==> src/rtl/montexp_pkg.sv <==
// Shared FSM state, limb-array type and constants for the Montgomery exponentiation controller.
// Defining MONTEXP_FINAL_CONVERT_EN adds the CV_* states (final conversion out of Montgomery form).
package montexp_pkg;

  localparam int unsigned LIMB_W = 32;
  localparam int unsigned LIMBS  = 4;

  typedef logic [LIMBS-1:0][LIMB_W-1:0] limbs_t;

  // Multiplicative identity in plain form: limb0 = 1, all other limbs 0.
  localparam limbs_t ONE = limbs_t'(1);

  typedef enum logic [3:0] {
    IDLE,
    SQ_REQ,
    SQ_WAIT,
    SQ_CAP,
    MUL_REQ,
    MUL_WAIT,
    MUL_CAP,
`ifdef MONTEXP_FINAL_CONVERT_EN
    CV_REQ,
    CV_WAIT,
    CV_CAP,
`endif
    DONE
  } state_t;

endpackage

==> src/rtl/montexp_ctrl.sv <==
// Left-to-right square-and-multiply sequencer driving an external, shareable Montgomery multiplier.
// Optional MONTEXP_FINAL_CONVERT_EN appends MM(acc, 1) to return the result in plain form.
module montexp_ctrl
  import montexp_pkg::*;
#(
  parameter int unsigned WIDTH = 32,
  parameter int unsigned S     = 4,
  parameter int unsigned EBITS = 64
) (
  input  logic                       clk,
  input  logic                       rst,
  input  logic                       start,
  input  logic [WIDTH*S-1:0]         base_m,
  input  logic [WIDTH*S-1:0]         one_m,
  input  logic [EBITS-1:0]           exp,
  output logic                       busy,
  output logic                       done,
  output logic [WIDTH*S-1:0]         result,
  output logic                       ovf,
  output logic                       mm_start,
  output logic [WIDTH*S-1:0]         mm_a,
  output logic [WIDTH*S-1:0]         mm_b,
  input  logic [WIDTH*(S+1)-1:0]     mm_T,
  input  logic                       mm_done
);

  localparam int unsigned OPW   = WIDTH * S;
  localparam int unsigned IDX_W = (EBITS > 1) ? $clog2(EBITS) : 1;

`ifdef MONTEXP_FINAL_CONVERT_EN
  localparam logic [OPW-1:0] ONE_V = OPW'(ONE);
  localparam state_t LAST = CV_REQ;
`else
  localparam state_t LAST = DONE;
`endif

  state_t             state, state_n;
  logic [OPW-1:0]     acc, base_r;
  logic [EBITS-1:0]   exp_r;
  logic [IDX_W-1:0]   idx;
  logic               cap, dec_idx;
  state_t             adv_state;

  assign busy = (state != IDLE);
  assign mm_a = acc;

  always_ff @(posedge clk or posedge rst) begin
    if (rst) state <= IDLE;
    else     state <= state_n;
  end

  always_comb begin
    state_n   = state;
    mm_start  = 1'b0;
    mm_b      = acc;
    cap       = 1'b0;
    dec_idx   = 1'b0;
    adv_state = (idx == '0) ? LAST : SQ_REQ;
    case (state)
      IDLE:     if (start) state_n = SQ_REQ;
      SQ_REQ: begin
        mm_start = 1'b1;
        state_n  = SQ_WAIT;
      end
      SQ_WAIT:  if (mm_done) state_n = SQ_CAP;
      SQ_CAP: begin
        cap = 1'b1;
        if (exp_r[idx]) begin
          state_n = MUL_REQ;
        end else begin
          state_n = adv_state;
          dec_idx = 1'b1;
        end
      end
      MUL_REQ: begin
        mm_start = 1'b1;
        mm_b     = base_r;
        state_n  = MUL_WAIT;
      end
      MUL_WAIT: begin
        mm_b = base_r;
        if (mm_done) state_n = MUL_CAP;
      end
      MUL_CAP: begin
        mm_b    = base_r;
        cap     = 1'b1;
        state_n = adv_state;
        dec_idx = 1'b1;
      end
`ifdef MONTEXP_FINAL_CONVERT_EN
      CV_REQ: begin
        mm_start = 1'b1;
        mm_b     = ONE_V;
        state_n  = CV_WAIT;
      end
      CV_WAIT: begin
        mm_b = ONE_V;
        if (mm_done) state_n = CV_CAP;
      end
      CV_CAP: begin
        mm_b    = ONE_V;
        cap     = 1'b1;
        state_n = DONE;
      end
`endif
      DONE:     state_n = IDLE;
      default:  state_n = IDLE;
    endcase
  end

  // Index wraps after bit 0 is consumed; it is reloaded on the next accepted start.
  always_ff @(posedge clk or posedge rst) begin
    if (rst) begin
      acc    <= '0;
      base_r <= '0;
      exp_r  <= '0;
      idx    <= '0;
      ovf    <= 1'b0;
    end else begin
      if (state == IDLE && start) begin
        acc    <= one_m;
        base_r <= base_m;
        exp_r  <= exp;
        idx    <= IDX_W'(EBITS - 1);
        ovf    <= 1'b0;
      end else begin
        if (cap) begin
          acc <= mm_T[OPW-1:0];
          ovf <= ovf | (mm_T[WIDTH*(S+1)-1:OPW] != '0);
        end
        if (dec_idx) idx <= idx - 1'b1;
      end
    end
  end

  always_ff @(posedge clk or posedge rst) begin
    if (rst) begin
      result <= '0;
      done   <= 1'b0;
    end else begin
      done <= (state == DONE);
      if (state == DONE) result <= acc;
    end
  end

endmodule

==> config.mk <==
export PLATFORM = sky130hd
export DESIGN_NAME = montexp_ctrl
export DESIGN_NICKNAME = d
export VERILOG_FILES = /design/src/rtl/montexp_pkg.sv /design/src/rtl/montexp_ctrl.sv
export SDC_FILE = /design/constraint.sdc
export NUM_CORES = 1
export LEC_CHECK = 0
export ABC_CLOCK_PERIOD_IN_PS = 17490
export CAP_MARGIN = 20
export CORE_AREA = 2 2 335 337
export DETAILED_ROUTE_END_ITERATION = 10
export DIE_AREA = 0 0 337 339
export GPL_TIMING_DRIVEN = 1
export PLACE_DENSITY_LB_ADDON = 0.1
export SYNTH_ARGS = -nofsm -noshare
export SYNTH_HDL_FRONTEND = slang
export SYNTH_SLANG_ARGS = --single-unit
==> constraint.sdc <==
create_clock -name clk -period 17.49 [get_ports clk]
set_clock_uncertainty 0.1 [all_clocks]
set_input_delay 2.6235 -clock clk [delete_from_list [all_inputs] [get_ports clk]]
set_output_delay 2.6235 -clock clk [all_outputs]
set_load 0.03 [all_outputs]
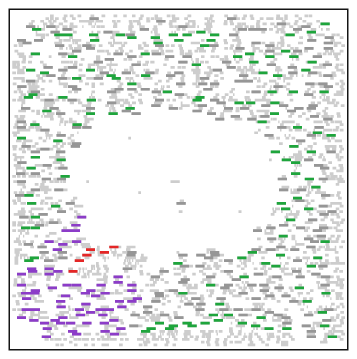
Fig. 1. Sequential cells coloured by netlist name (run 1).
Scale: 1 px per um. Other sequential cells in the stronger grey, the rest of the logic in the fainter grey.
Green shows `mm_a`, placed flops 128, where all over the die. Purple shows `exp_r`, placed flops 64, where bottom left. Red shows `idx`, placed flops 6, where bottom left.
Another 261 sequential cells are not coloured.
Sequential Power: 0.00208 W
sequential share of cell area: 35.1%
utilization after layout: 29.7%
sequential cell area in the final layout: 11500 sq um

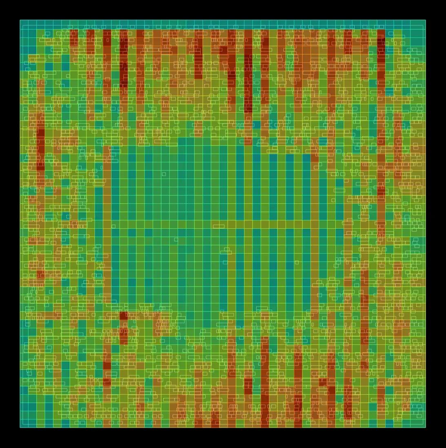
Fig. 2. Routing congestion map (run 1).
met1 usage: 16.3%
met2 routing resource usage after global routing: 28.6%
Total Routing Usage GR: 15.4%

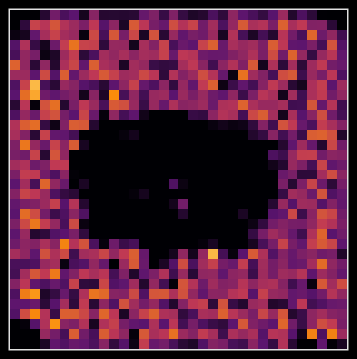
Fig. 3. Placement density heat map (run 1).
Scale: 1 px per um. The die is cut into 34 by 34 equal tiles; black is low, pale yellow is high, 0 to 100% covered.
The emptiest ninth of the die: middle. The mean over all tiles is 27%. 0.50% of the tiles are over 75% full.

==> Table 3: Implementation characteristics, run 1 <==
Summary of implementation characteristics

Parameter                              Value

Synth
  Cells after synthesis    1509
  Top cells by area    sky130_fd_sc_hd__dfrtp_1 (56%), sky130_fd_sc_hd__mux2_2 (25%), sky130_fd_sc_hd__mux2i_1 (6.6%)
  Share of flip-flops with an asynchronous set or reset    100%
  Per-instance average area after synthesis    13.5 sq um
  Synthesis area per yosys    20400 sq um
  Sequential area share after synthesis    56.4%
  Cell count in the Yosys report    1509
  Adder Area Share    0.123%
  Synth flops    459
  Prevailing logic family in the synthesized netlist    multiplexers
  Top cells by count    sky130_fd_sc_hd__dfrtp_1 (459), sky130_fd_sc_hd__mux2_2 (448), sky130_fd_sc_hd__nand2_1 (139)
  Cell taking the most area after synthesis    sky130_fd_sc_hd__dfrtp_1
  Area fraction in compound gates after synthesis    4.34%
  Unique cell types    42

Die
  Die boundary height    339 um
  Row count    122
  Initial Util    18.5%
  # IOs    872
  CORE AREA    110000 sq um

Power and ir drop
  Power density cells    212 nW/um^2
  Internal power summed over all cells    0.00403 W
  Worst IR Drop VDD    0.117 mV
  Switching Share    42.0%
  Total net switching power    0.00292 W
  Clk network pwr share    18.1%

Clocking
  Number of post-CTS setup repair buffers    0
  H-tree levels    2
  CTS buffer count    59
  Maximum clock path buffer count    3

Drt
  First drt pass iteration count    4
  Top layer in use    met5
  Routed wl met2    48.2 mm
  Drt via density    4.01
  Wire length per cell    23.1 um
  Total length of routed wires    90.0 mm
  Final routed DRC violation total    0

STA
  Worst rel slew slack    21.1%
  Max Slew Vio Count    0
  Post-route clock period utilization    37.2%
  Worst-margin pin slew    1.18 ns
  Final number of hold-violating endpoints    0
  Final count of negative-setup-slack endpoints    0
  Sum of negative setup slack    0 ns
  Fin worst setup slack    10.99 ns

Critical path
  Max Fanout on Critical Path    49
  Worst EP arrival    3.78 ns
  Critical Path Start Type    register
  CP endpoint kind    output pin

Cells and area
  Most frequent logic cell in the layout    sky130_fd_sc_hd__clkdlybuf4s50_1
  Commonest cells after routing, fill and taps aside    sky130_fd_sc_hd__clkdlybuf4s50_1 (871), sky130_fd_sc_hd__dfrtp_1 (459), sky130_fd_sc_hd__mux2_2 (448)
  NumNets Final    2841
  MI comb area    8450 sq um
  Share of cells above drive strength 1    23.7%

Global route
  Number of antenna violations at the first check in global routing    26
  GR met3 Demand/Resource    4.85%
  Wire length of the first global-routing pass    127 mm
  Aggregate global routing overflow    0

Placed design
  Worst setup slack before clock tree synthesis    11.56 ns
  Final estimated routing congestion in global placement    0.804

Status
  Outcome    finished clean

Flow run
  Reported max-cap violation count    0
run 1: worst max-delay path, cell delays in order (launching register included):
cell                              delay (ns)
sky130_fd_sc_hd__dfrtp_1                0.56
sky130_fd_sc_hd__inv_1                  0.18
sky130_fd_sc_hd__a21oi_4                0.25
sky130_fd_sc_hd__buf_4                  0.38
sky130_fd_sc_hd__buf_4                  0.65
sky130_fd_sc_hd__mux2_2                 0.42
sky130_fd_sc_hd__clkdlybuf4s50_1        0.59
run 1: cell type report:
type / instances / area share [%]
Clock inverter: 20 / 0.791
Antenna cell: 10 / 0.0765
Multi-Input combinational cell: 937 / 25.8
Timing Repair Buffer: 888 / 27.1
Clock buffer: 86 / 5.23
Sequential cell: 459 / 35.1
Inverter: 10 / 0.138
Tap cell: 1488 / 5.69
run 1: path summary, 6_finish.rpt:
| path | from | cells past startpoint | slack [ns] | to |
|---|---|---|---|---|
| min reg2reg | exp_r[25] | 1 | 0.40 | exp_r[25] |
| min in group asynchronous | rst | 2 | 2.51 | base_r[82] |
| min | exp_r[25] | 1 | 0.40 | exp_r[25] |
| max reg2reg | state[0] | 6 | 13.86 | base_r[75] |
| max | state[2] | 6 | 10.99 | mm_b[63] |
| max in group asynchronous | rst | 4 | 12.39 | exp_r[13] |
run 1: through the flow:
step,std cells,total power [W]
after detailed placement,3782,0.00578
after global routing,3895,0.00733
final,3898,0.00694
after global placement,3782,0.00576
after floorplan,1509,0.00408
after CTS,3888,0.00709
run 1: power by group through the flow:
stage	Clock, W	Sequential [W]	Combinational, W
floorplan	0	0.00248	0.00160
global placement	0	0.00211	0.00365
detailed placement	0	0.00211	0.00367
finish	0.00126	0.00208	0.00361
global route	0.00136	0.00216	0.00381
CTS	0.00131	0.00210	0.00368
## Run 2: what changed since run 1
- ABC_CLOCK_PERIOD_IN_PS: 17490 -> 5700
- CORE_AREA: 2 2 335 337 -> 2 2 339 341
- DIE_AREA: 0 0 337 339 -> 0 0 341 343
- clock period: 17.49 -> 5.7 ns (I/O delays scaled with it)
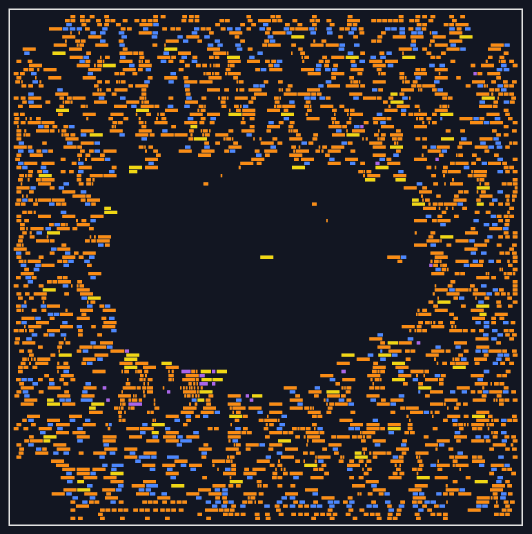
Fig. 4. Cells by drive strength (run 2).
Scale: 1.5 px per um.
Orange shows _0 and _1 cells, cells 1836, share 77%. Yellow shows _6 and larger, cells 85, share 3.5%. Blue shows _2 cells, cells 460, share 19%. Purple shows _3 and _4 cells, cells 19, share 0.79%.
Non-Filler Cell Area, Final: 32700 sq um
synthesis-to-layout area growth: 60.8%
Non-clk bufs: 891
fin worst setup slack: 1.40 ns

==> run 2 against run 1 <==
Final area barely moved. Largest cell class unchanged. Critical endpoint is now mm_b[79]. Cell count increased by 0.59%. Critical path depth fell by 2. Worst hold slack is essentially flat.
==> Table 3: Implementation characteristics, run 2 <==
Summary of implementation characteristics

Parameter                              Value

Synth
  Prevailing logic family in the synthesized netlist    multiplexers
  Per-instance average area after synthesis    13.5 sq um
  Unique cell types    42
  Top cells by area    sky130_fd_sc_hd__dfrtp_1 (56%), sky130_fd_sc_hd__mux2_2 (25%), sky130_fd_sc_hd__mux2i_1 (6.6%)
  Adder Area Share    0.123%
  Synthesis area per yosys    20400 sq um
  Cell count in the Yosys report    1509
  Share of flip-flops with an asynchronous set or reset    100%
  Top cells by count    sky130_fd_sc_hd__dfrtp_1 (459), sky130_fd_sc_hd__mux2_2 (448), sky130_fd_sc_hd__nand2_1 (139)
  Cells after synthesis    1509
  Area fraction in compound gates after synthesis    4.34%
  Cell taking the most area after synthesis    sky130_fd_sc_hd__dfrtp_1
  Synth flops    459
  Sequential area share after synthesis    56.4%

Power and ir drop
  Worst IR Drop VDD    0.277 mV
  Power density cells    641 nW/um^2
  Total power    0.0210 W

Clocking
  CTS buffer count    60
  Number of post-CTS setup repair buffers    0
  Maximum clock path buffer count    3
  H-tree levels    2

Drt
  First drt pass iteration count    4
  Final routed DRC violation total    0
  Drt via density    3.99
  Total length of routed wires    88.7 mm
  Routed vias    15600
  Wire length per cell    22.6 um

Worst hold path
  WHS Endpoint    exp_r[30]
  Worst Min Path Start    exp_r[30]
  Number of stages on the worst hold path    1
  Hold Crit Class    reg -> reg

Critical path
  Critical Path RT    4.74 ns
  Critical Path Slowest Stage Cell    sky130_fd_sc_hd__dfrtp_1
  CP endpoint kind    output pin
  Max Fanout on Critical Path    60
  Worst-case reg-to-reg path depth    6
  Largest incremental delay on the critical path    0.64 ns
  Critical-path cell list    a21oi_4, buf_4, mux2_2, clkdlybuf4s50_1
  Worst EP arrival    3.35 ns
  Critical Path Start Type    register
  Critical register-to-register path endpoint    idx[1]
  Setup slack of the most critical reg-to-reg path    2.44 ns
  Critical register-to-register path startpoint    idx[0]

STA
  Final count of negative-setup-slack endpoints    0
  Sum of negative setup slack    0 ns
  Max Slew Vio Count    0
  Final number of hold-violating endpoints    0
  Worst-margin pin slew    1.09 ns
  Worst rel slew slack    27.6%
  Post-route clock period utilization    75.5%

Cells and area
  Post-route insts no fill    3921
  Commonest cells after routing, fill and taps aside    sky130_fd_sc_hd__clkdlybuf4s50_1 (871), sky130_fd_sc_hd__dfrtp_1 (459), sky130_fd_sc_hd__mux2_2 (448)
  NumNets Final    2845
  Share of cells above drive strength 1    23.5%
  Most frequent logic cell in the layout    sky130_fd_sc_hd__clkdlybuf4s50_1

Flow run
  Reported max-cap violation count    0
  Warning total across the stage logs    40

Placed design
  Worst setup slack before clock tree synthesis    2.05 ns
  Cell total after placement    3809
  Final estimated routing congestion in global placement    0.831

Global route
  Total Routing Usage GR    14.6%
  Wire length of the first global-routing pass    126 mm
  Number of antenna violations at the first check in global routing    19
  Aggregate global routing overflow    0

Die
  Die boundary height    343 um
  Initial Util    18.0%
  Row count    124
  Horizontal die dimension    341 um
  # IOs    872
  CORE AREA    113000 sq um

Status
  Outcome    finished clean
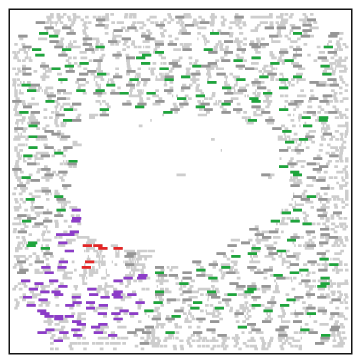
Fig. 5. Sequential cells coloured by netlist name (run 2).
Scale: 1 px per um. Other sequential cells in the stronger grey, the rest of the logic in the fainter grey.
utilization after layout: 28.9%
Sequential Power: 0.00635 W
sequential share of cell area: 35.1%

## run 2: cell counts after synthesis
Identical to the previous run, type by type.
## run 2: cells by family (layout without fill, tap and decap cells)
| family | after synthesis | in the layout |
|---|---|---|
| compound gates | 160 | 160 |
| fa+ha+maj | 2 | 2 |
| buf+inv | 113 | 1004 |
| flops | 459 | 459 |
| mux | 599 | 599 |
| other cells | 0 | 9 |
| simple gates | 176 | 176 |
## run 2: area by class of cell
class	instances	area (sq um)
clock buffers	95	1810
diodes	9	22.5
clock inverters	8	62.6
repair buffers	891	8980
inverters	10	41.3
fillers	11600	80700
flip-flops and latches	459	11500
well taps	1512	1890
multi-input cells	937	8450
## run 2: power breakdown
group	internal, W	switching, W
sequential	0.00492	0.00143
clock	0.00214	0.00152
combinational	0.00513	0.00585
## run 2: critical path: cells and delay by family, from the launching register on
kind | cells | cell delay, ns
mux | 1 | 0.41
compound gates | 1 | 0.27
buf+inv | 2 | 1.23
flops | 1 | 0.64
## run 2: worst max-delay path by stage
stage	start	to	slack, ns	cells after the start
floorplan	rst	base_r[0]	-1.47	1
global placement	state[1]	mm_b[79]	2.12	4
detailed placement	state[1]	mm_b[79]	2.05	4
CTS	state[1]	mm_b[79]	1.31	4
global route	state[1]	mm_b[79]	1.24	4
finish	state[1]	mm_b[79]	1.40	4
## run 2: layer usage
layer	up-vias	wire (um)	global-route usage [%]
met3	105	6980	4.75
li1	7119	-	-
met1	7854	31300	15.2
met5	-	48	0
met2	548	48300	27.6
met4	8	2070	4.72
## Run 3: what changed since run 2
- ABC_CLOCK_PERIOD_IN_PS: 5700 -> 4100
- CORE_AREA: 2 2 339 341 -> 2 2 335 337
- DIE_AREA: 0 0 341 343 -> 0 0 337 339
- clock period: 5.7 -> 4.1 ns (I/O delays scaled with it)
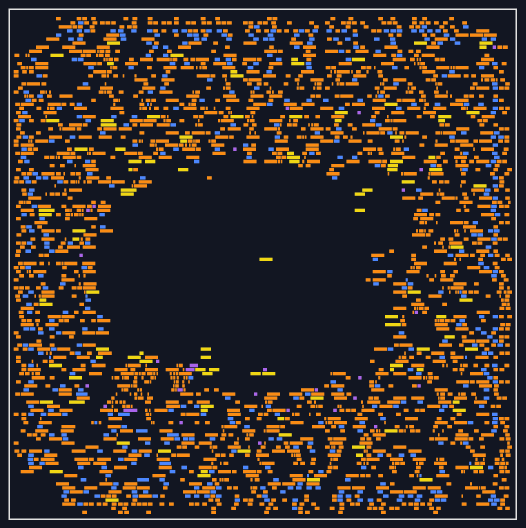
Fig. 6. Cells by drive strength (run 3).
Scale: 1.5 px per um.
Blue shows _2 cells, cells 465, share 19%. Yellow shows _6 and larger, cells 104, share 4.3%. Purple shows _3 and _4 cells, cells 28, share 1.2%. Orange shows _0 and _1 cells, cells 1832, share 75%.
fin worst setup slack: 0.325 ns
Non-clk bufs: 909
synthesis-to-layout area growth: 62.9%

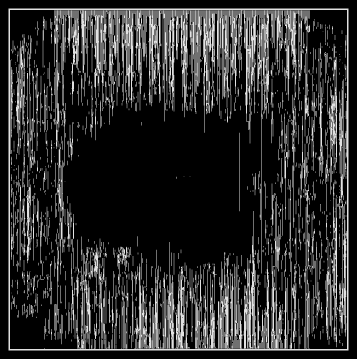
Fig. 7. The metal 2 layer (run 3).
Scale: 1 px per um.
2546 nets have wire on it. The wires run mostly vertical. The layer carries 48.2 mm of wire. The layer holds 54% of the routed length. The longest straight run is 160 um.
total length of routed wires: 89.3 mm
met2 routing resource usage after global routing: 28.3%
routed vias: 15700

==> run 3 against run 2 <==
Global-route usage up 0.48 points. Setup slack worse by 1.1 ns. Die area down 2.3%. First-iteration DRC count up 0.38%. Sequential power up 41%. Largest cell class unchanged. Area after synthesis unchanged. Cell count up 0.31%. Via count up 0.30%. Clock-buffer cell count unchanged. Synthesized cell count unchanged.
==> Table 3: Implementation characteristics, run 3 <==
Summary of implementation characteristics

Parameter                              Value

STA
  Post-route clock period utilization    92.1%
  Worst-margin pin slew    0.853 ns
  Final count of negative-setup-slack endpoints    0
  Worst rel slew slack    43.1%
  Max Slew Vio Count    0
  Final number of hold-violating endpoints    0
  Sum of negative setup slack    0 ns

Global route
  Total Routing Usage GR    15.1%
  Met1 usage    16.0%
  Wire length of the first global-routing pass    125 mm
  Aggregate global routing overflow    0
  Most crowded layer after global routing    met2
  GR met3 Demand/Resource    4.12%
  Number of antenna violations at the first check in global routing    21

Synth
  Share of flip-flops with an asynchronous set or reset    100%
  Cells after synthesis    1509
  Synth flops    459
  Top cells by area    sky130_fd_sc_hd__dfrtp_1 (56%), sky130_fd_sc_hd__mux2_2 (25%), sky130_fd_sc_hd__mux2i_1 (6.6%)
  Sequential area share after synthesis    56.4%
  Cell count in the Yosys report    1509
  Dominant register cell    sky130_fd_sc_hd__dfrtp_1
  Cell taking the most area after synthesis    sky130_fd_sc_hd__dfrtp_1
  Top cells by count    sky130_fd_sc_hd__dfrtp_1 (459), sky130_fd_sc_hd__mux2_2 (448), sky130_fd_sc_hd__nand2_1 (139)
  Synthesis area per yosys    20400 sq um
  Per-instance average area after synthesis    13.5 sq um
  Unique cell types    42

Critical path
  Critical-path cell list    inv_1, a21oi_4, buf_12, mux2_2, clkdlybuf4s50_1
  Critical Path Start Type    register
  Worst EP arrival    3.06 ns
  CP endpoint kind    output pin
  Buffers plus inverters on the worst setup path    3
  Critical path startpoint    state[2]
  Top delay family on crit path    buffers and inverters
  Largest incremental delay on the critical path    0.60 ns
  Max Fanout on Critical Path    70
  Critical Path RT    3.38 ns
  Critical Path Slowest Stage Cell    sky130_fd_sc_hd__clkdlybuf4s50_1
  Critical register-to-register path startpoint    idx[1]

Power and ir drop
  Total net switching power    0.0123 W
  Clk network pwr share    18.6%
  Worst IR Drop VDD    0.403 mV
  Switching Share    41.5%
  Logic pwr share    51.4%
  Power density cells    897 nW/um^2
  Internal power summed over all cells    0.0174 W
  Sequential share of power    30.0%
  Total power    0.0297 W

Die
  # IOs    872
  Horizontal die dimension    337 um
  Initial Util    18.5%
  CORE AREA    110000 sq um
  Die boundary height    339 um
  Row count    122

Placed design
  Cell total after placement    3803
  Worst setup slack before clock tree synthesis    0.965 ns
  Final estimated routing congestion in global placement    0.776

Drt
  Drt via density    3.99
  Detailed Route Iter0 Violations    530
  Final routed DRC violation total    0
  First drt pass iteration count    4
  Wire length per cell    22.7 um

Clocking
  Total of cells resized after clock tree synthesis    0
  Num Clock Sinks    459
  H-tree levels    2
  Number of post-CTS setup repair buffers    0
  CTS buffer count    60
  Maximum clock path buffer count    3

Cells and area
  Commonest cells after routing, fill and taps aside    sky130_fd_sc_hd__clkdlybuf4s50_1 (871), sky130_fd_sc_hd__dfrtp_1 (459), sky130_fd_sc_hd__mux2_2 (448)
  Most frequent logic cell in the layout    sky130_fd_sc_hd__clkdlybuf4s50_1
  Non-Filler Cell Area, Final    33200 sq um
  Utilization after layout    30.1%
  NumNets Final    2863
  Post-route insts no fill    3933
  Share of cells above drive strength 1    24.6%

Flow run
  Warning total across the stage logs    31
  Reported max-cap violation count    0

Worst hold path
  Hold Crit Class    in -> async

Status
  Outcome    finished clean
run 3: netlist changes by cell type in the layout (fill, tap and decap cells not counted), sizes merged:
cell	delta
inv	+3
diode	+7
buf	+18
clkinv	+2
bufinv	+5
clkinvlp	+1
run 3: worst paths after layout:
check	end	slack, ns	depth (start not counted)
min	base_r[73]	0.35	2
max	mm_b[69]	0.32	5
max in group asynchronous	base_r[123]	2.48	4
max reg2reg	idx[1]	0.98	6
min in group clk	exp_r[56]	0.40	1
min reg2reg	exp_r[56]	0.40	1
run 3: kinds of logic after synthesis:
group,after synthesis,synth area share [%]
mux,599,33.4
fa+ha+maj,2,0.123
compound gates,160,4.34
simple gates,176,3.50
flops,459,56.4
buf+inv,113,2.28
run 3: final cells by class:
type	count	area, sq um
tap	1488	1860
timing repair buffer	909	9220
multi-input combinational	937	8450
sequential	459	11500
inverter	10	41.3
antenna	16	40.0
clock inverter	19	238
fill	11300	77200
clock buffer	95	1830
run 3: power by group through the flow:
stage / Sequential [W] / Clock (W) / Combinational, W
2_1_floorplan: 0.0106 / 0 / 0.00683
4_1_cts: 0.00905 / 0.00578 / 0.0155
3_5_place_dp: 0.00911 / 0 / 0.0155
5_1_grt: 0.00929 / 0.00596 / 0.0161
6_report: 0.00893 / 0.00553 / 0.0153
3_3_place_gp: 0.00912 / 0 / 0.0154
run 3: worst reg2reg max path, delay by kind of cell (launching register included):
kind / cells / cell delay (ns)
AND-OR/OR-AND: 5 / 1.41
flip-flops: 1 / 0.89
multiplexers: 1 / 0.60
run 3: per-layer routing:
| metal | wire length (um) | part of all wire, % |
|---|---|---|
| met1 | 32600 | 36 |
| met2 | 48200 | 54 |
| met3 | 6110 | 6.8 |
| met4 | 2370 | 2.7 |
| met5 | 88 | 0.099 |
Power figures rest on the tool's default switching activity, not on a simulated workload.
